File: config.mk
export PLATFORM = sky130hd
export DESIGN_NAME = pipelined_regfile
export DESIGN_NICKNAME = d
export VERILOG_FILES = /design/src/rtl/regfile_pkg.sv /design/src/rtl/regfile_read_port.sv /design/src/rtl/pipelined_regfile.sv
export SDC_FILE = /design/constraint.sdc
export NUM_CORES = 2
export LEC_CHECK = 0
export ABC_AREA = 1
export CORE_MARGIN = 2
export CORE_UTILIZATION = 35
export DETAILED_ROUTE_END_ITERATION = 16
export SLEW_MARGIN = 25
export SYNTH_ARGS = -nofsm -noshare
export SYNTH_HDL_FRONTEND = slang
export SYNTH_SLANG_ARGS = --single-unit
File: constraint.sdc
create_clock -name clk -period 2.7 [get_ports clk]
set_input_delay 0.27 -clock clk [delete_from_list [all_inputs] [get_ports clk]]
set_output_delay 0.27 -clock clk [all_outputs]
set_load 0.02 [all_outputs]
File: src/rtl/regfile_pkg.sv
// Shared constants and types for the pipelined register file.
// Optional feature macro: WR_BYPASS_EN (same-cycle write-to-read bypass in the read ports).
package regfile_pkg;

    // Default geometry of the MIPS integer register file
    localparam int DATA_W_DEF = 32;
    localparam int ADDR_W_DEF = 5;

    // Architecturally significant register indices
    localparam int REG_ZERO = 0;
    localparam int REG_RA   = 31;

    // Register address at the default geometry
    typedef logic [ADDR_W_DEF-1:0] reg_addr_t;

endpackage

File: src/rtl/regfile_read_port.sv
// One synchronous read port of the pipelined register file.
// Selects a word from the flattened storage, optionally forwards a same-cycle write
// (macro WR_BYPASS_EN), forces register 0 to zero when ZERO_REG is set, and registers
// the result together with a one-cycle valid flag.
module regfile_read_port
    import regfile_pkg::*;
#(
    parameter int DATA_W   = DATA_W_DEF,
    parameter int ADDR_W   = ADDR_W_DEF,
    parameter int ZERO_REG = 1
) (
    input  logic                          clk,
    input  logic                          rst_n,
    input  logic                          chip_select,
    input  logic                          rd_en,
    input  logic [ADDR_W-1:0]             rd_addr,
    input  logic [(2**ADDR_W)*DATA_W-1:0] mem_flat,
    input  logic                          wr_fire,
    input  logic [ADDR_W-1:0]             wr_addr,
    input  logic [DATA_W-1:0]             wr_data,
    output logic [DATA_W-1:0]             rd_data,
    output logic                          rd_valid
);

    localparam int DEPTH = 2 ** ADDR_W;

    logic [DATA_W-1:0] word_arr [DEPTH];
    logic [DATA_W-1:0] read_word;
    logic [DATA_W-1:0] rd_data_reg;
    logic              rd_valid_reg;
    logic              rd_accept;

    // Unpacked view of the storage so the address mux is a plain array index
    genvar gi;
    generate
        for (gi = 0; gi < DEPTH; gi++) begin : g_word
            assign word_arr[gi] = mem_flat[gi*DATA_W +: DATA_W];
        end
    endgenerate

    assign rd_accept = chip_select & rd_en;

`ifdef WR_BYPASS_EN
    // Stored word, replaced by the write data when the write lands on the same address
    always_comb begin
        read_word = word_arr[rd_addr];
        if (wr_fire && (wr_addr == rd_addr)) begin
            read_word = wr_data;
        end
        if ((ZERO_REG != 0) && (rd_addr == ADDR_W'(REG_ZERO))) begin
            read_word = '0;
        end
    end
`else
    // The write path is not needed when reads see the pre-write contents
    logic unused_bypass;
    assign unused_bypass = ^{wr_fire, wr_addr, wr_data};

    // Stored word (pre-write value on a same-cycle hit), zero register forced to 0
    always_comb begin
        read_word = word_arr[rd_addr];
        if ((ZERO_REG != 0) && (rd_addr == ADDR_W'(REG_ZERO))) begin
            read_word = '0;
        end
    end
`endif

    // Output registers: capture on an accepted read, otherwise hold data and drop valid
    always_ff @(posedge clk or negedge rst_n) begin
        if (!rst_n) begin
            rd_data_reg  <= '0;
            rd_valid_reg <= 1'b0;
        end else if (rd_accept) begin
            rd_data_reg  <= read_word;
            rd_valid_reg <= 1'b1;
        end else begin
            rd_valid_reg <= 1'b0;
        end
    end

    assign rd_data  = rd_data_reg;
    assign rd_valid = rd_valid_reg;

endmodule

File: src/rtl/pipelined_regfile.sv
// Multi-port clocked register file for the ID stage of the pipelined MIPS datapath.
// NUM_RD synchronous read ports, one synchronous write port, optional hard-wired r0.
// Optional feature macro: WR_BYPASS_EN (reads see a same-cycle write to their address).
module pipelined_regfile
    import regfile_pkg::*;
#(
    parameter int DATA_W   = DATA_W_DEF,
    parameter int ADDR_W   = ADDR_W_DEF,
    parameter int NUM_RD   = 2,
    parameter int ZERO_REG = 1
) (
    input  logic                     clk,
    input  logic                     rst_n,
    input  logic                     chip_select,
    input  logic                     wr_en,
    input  logic [ADDR_W-1:0]        wr_addr,
    input  logic [DATA_W-1:0]        wr_data,
    input  logic [NUM_RD-1:0]        rd_en,
    input  logic [NUM_RD*ADDR_W-1:0] rd_addr,
    output logic [NUM_RD*DATA_W-1:0] rd_data,
    output logic [NUM_RD-1:0]        rd_valid
);

    localparam int DEPTH = 2 ** ADDR_W;

    logic [DEPTH*DATA_W-1:0] mem_flat;
    logic                    wr_fire;

    assign wr_fire = chip_select & wr_en;

    genvar gi;
    generate
        // Storage: one register per address; r0 is a constant when hard-wired to zero
        for (gi = 0; gi < DEPTH; gi++) begin : g_mem
            if ((ZERO_REG != 0) && (gi == REG_ZERO)) begin : g_zero
                assign mem_flat[gi*DATA_W +: DATA_W] = '0;
            end else begin : g_reg
                logic [DATA_W-1:0] word_reg;

                // Write port: update this word when the write targets its address
                always_ff @(posedge clk or negedge rst_n) begin
                    if (!rst_n) begin
                        word_reg <= '0;
                    end else if (wr_fire && (wr_addr == ADDR_W'(gi))) begin
                        word_reg <= wr_data;
                    end
                end

                assign mem_flat[gi*DATA_W +: DATA_W] = word_reg;
            end
        end

        // Independent read ports sharing the storage and the write path
        for (gi = 0; gi < NUM_RD; gi++) begin : g_rd
            regfile_read_port #(
                .DATA_W   (DATA_W),
                .ADDR_W   (ADDR_W),
                .ZERO_REG (ZERO_REG)
            ) u_read_port (
                .clk         (clk),
                .rst_n       (rst_n),
                .chip_select (chip_select),
                .rd_en       (rd_en[gi]),
                .rd_addr     (rd_addr[gi*ADDR_W +: ADDR_W]),
                .mem_flat    (mem_flat),
                .wr_fire     (wr_fire),
                .wr_addr     (wr_addr),
                .wr_data     (wr_data),
                .rd_data     (rd_data[gi*DATA_W +: DATA_W]),
                .rd_valid    (rd_valid[gi])
            );
        end
    endgenerate

endmodule
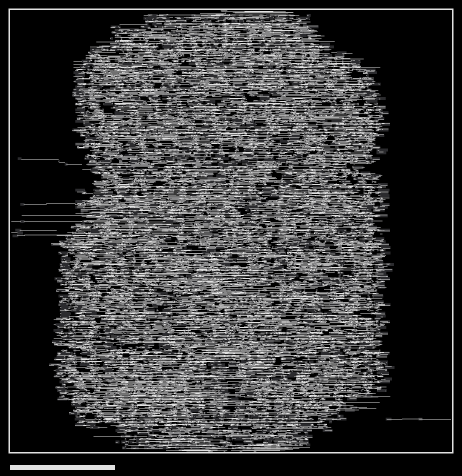
**Above:** M1 wires.
Bar = 100 µm. Cells faint in the background.
share of all routed wire = 40%
main direction = horizontal
via count: 60310
routed wire length: 234000 µm
met1 usage: 33.56%

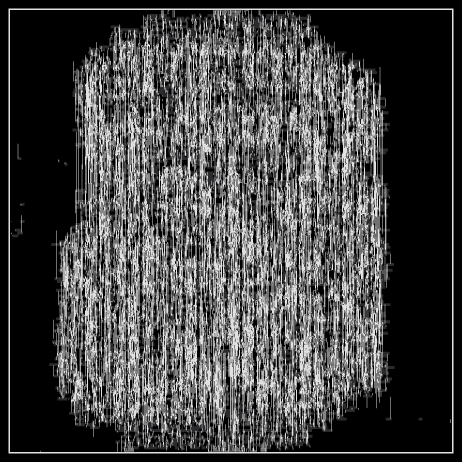
**Above:** metal 2.
Cells faint in the background.
nets with wire on the layer = 6304
share of all routed wire = 45%
main direction = vertical
wire length on this layer = 105 mm
longest straight run = 128 µm

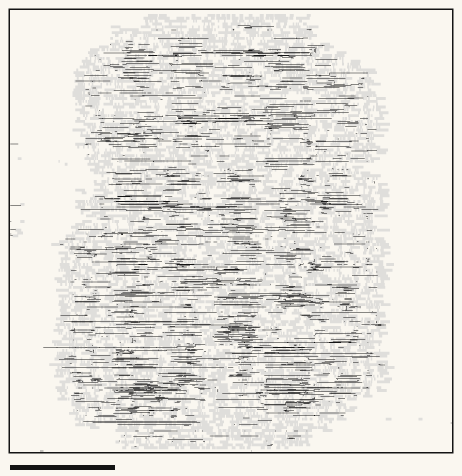
**Above:** signal wires on met3.
Bar = 100 µm. Cells faint in the background.
share of all routed wire = 8.9%
longest straight run = 154 µm
M3 GR Usage: 3.957%

-- metrics by stage --
step	instance area [µm²]	std cells	setup slack [ns]
6_report	68560	11100	0.5920
5_1_grt	68560	11090	0.5528
4_1_cts	68550	11090	0.5734
3_5_place_dp	64460	10870	0.3583
3_3_place_gp	64460	10870	0.3914
2_1_floorplan	60560	8938	1.253
-- cells by family (layout without fill, tap and decap cells) --
family | after synthesis | after routing | synth area share (%)
buf+inv | 1612 | 1457 | 11.03
compound gates | 994 | 994 | 8.215
flops | 1058 | 1058 | 43.72
other cells | 0 | 2 | 0
simple gates | 5274 | 5274 | 37.03
-- power breakdown --
part	internal, W	total, W	switching [W]
logic	0.00310	0.00897	0.00588
registers	0.0179	0.0192	0.00121
clock network	0.00998	0.0171	0.00710
-- cell type report --
| type | count | area [µm²] |
|---|---|---|
| Clock buffer | 169 | 3435 |
| Sequential cell | 1058 | 26480 |
| Fill cell | 17620 | 103200 |
| Multi-Input combinational cell | 6268 | 27530 |
| Clock inverter | 51 | 645.6 |
| Inverter | 885 | 3362 |
| Tap cell | 2310 | 2890 |
| Antenna cell | 2 | 5.005 |
| Timing Repair Buffer | 352 | 4217 |
-- synthesized netlist by cell type --
library cell and instances:
nand2_1 3299, nand3_1 1792, dfrtp_1 1058, inv_1 872
o21ai_0 565, o21ai_1 429, clkbuf_1 339, buf_2 287
nor2_1 130, buf_4 46, buf_1 43, nand2_2 18
buf_6 11, inv_2 11, nand2_8 9, nand3_2 7
nor2_4 6, nor2_8 5, nor2_2 4, clkinv_1 2
nand4_1 2, buf_12 1, nand2_4 1, or2_4 1
-- layer usage --
layer / GRT usage (%) / wire length, µm
met2: 42.19 / 104500
met1: 33.56 / 93530
met3: 3.957 / 20800
met5: 0.3890 / 85
met4: 15.77 / 15050
-- worst max-delay path by stage --
stage          slack [ns]  cells past startpoint                             from                               to
4_1_cts              0.57                      1  g_rd[0].u_read_port.rd_data[31]                      rd_data[31]
2_1_floorplan        1.25                     12                       rd_addr[5]  g_rd[1].u_read_port.rd_data[24]
5_1_grt              0.55                      1  g_rd[0].u_read_port.rd_data[31]                      rd_data[31]
3_5_place_dp         0.36                      9                       wr_addr[2]      g_mem[7].g_reg.word_reg[27]
6_report             0.59                      1  g_rd[0].u_read_port.rd_data[31]                      rd_data[31]
3_3_place_gp         0.39                      9                       wr_addr[2]      g_mem[7].g_reg.word_reg[22]
-- timing repair --
item / CTS / global route
setup endpoints to repair: 0 / 0
hold buffers: 1 / 0
endpoints found under the hold margin: 343 / 0
==> flow_summary.ini <==
; physical design summary
[floorplanning]
fp_util_pct = 35.26
dieWidth_um = 420.0
ios = 119
chipArea_mm2 = 0.1764
die_y_um = 420.0
rows = 152
core_region_area_mm2 = 0.1717

[synth]
synth_cell_types = 24
yosysSeqAreaShare_pct = 43.72
yosys_warnings = 0
yosys_area_mm2 = 0.06056
syn_inst = 8938
ys_cells = 8938
ys_ff = 1058
top_cell_area_share_pct = 43.72
syn_nets = 8991
synth.area.top_cells = dfrtp_1 44%, nand2_1 20%, nand3_1 15%
syn_avg_cell_area_um2 = 6.775
syn_area_mm2 = 0.06056
top_area_cell = dfrtp_1

[timing]
rsz0062_at_grt = false
relSlewSlack_pct = 46.82
setup_viol = 0
report.final.hold_viol_count = 0
fmax_ghz = 0.4744
tns_ns = 0
worst_slew_pin_slew_ns = 0.7978
skew_ns = 0.03137
finalWorstPathRequiredPeriod_ns = 2.108
slew_violations = 0
finalCritPeriodShare_pct = 78.07
worst_hold_slack_ns = 0.02222

[global_routing]
grt_util_all_layers_pct = 26.34
grt_first_pass_wirelength_um = 356900
grt-ovfl-total = 0
antenna_found_initial = 4
grt_pass1_vias = 58200
grt_max_degree = 133

[route]
firstDrtPassIters = 7
drc = 0
drtIter0Drc = 6847
drtAntennaViolNets = 0
post_drt_wl_per_cell_um = 21.09
via_per_inst = 5.436

[critical_path]
cp-start-kind = register
required_ns = 2.43
cp_max_fo = 2
slowest_delay_ns = 0.71
path_buffers = 1
cp_cell_sequence = clkdlybuf4s50_1
rrSetupSlack_ns = 1.11
reg2reg_depth = 8
arrival_ns = 1.84
cp_top_family = buffers and inverters
end_kind = output pin
crit_type = reg2out
reg2reg_to = g_rd[0].u_read_port.rd_data[15]
crit_slowest_cell = clkdlybuf4s50_1
timing.rr.start = g_mem[7].g_reg.word_reg[15]

[flow_run]
drv_cap = 0
warnings = 42

[finish]
fin_nets = 8736
lay_top_count = nand2_1
syn_to_final_growth_pct = 13.21
lay_top_cells = 3297 x nand2_1, 1792 x nand3_1, 1058 x dfrtp_1
largest_reg_flops = 992
drive_above_1_share_pct = 5.841
utilization_pct = 39.92

[placed_design]
io_buffer_count = 118
hpwlAfterDp_um = 132900
gp_congestion = 0.8577

[power]
irDropWorstVdd_v = 0.0005296
power_density_mw_per_mm2 = 659.4
cellLeakagePower_nw = 33.92
power_w = 0.04521

[status]
status = completed

[clocking]
clk_pin_slew_ns = 0.06
htreeDepth = 3
cts_resized = 0
cts.sinks = 1058
cts_buffer_depth = 3
clockRootBuffer = clkbuf_16
cts_buffers = 118
cts_tree = done
cts_setup_buffers = 0
clock_latency_ns = 0.77

[hold_path]
hp-class = in2async
No activity file was given, so power comes from the tool's default toggle rates.
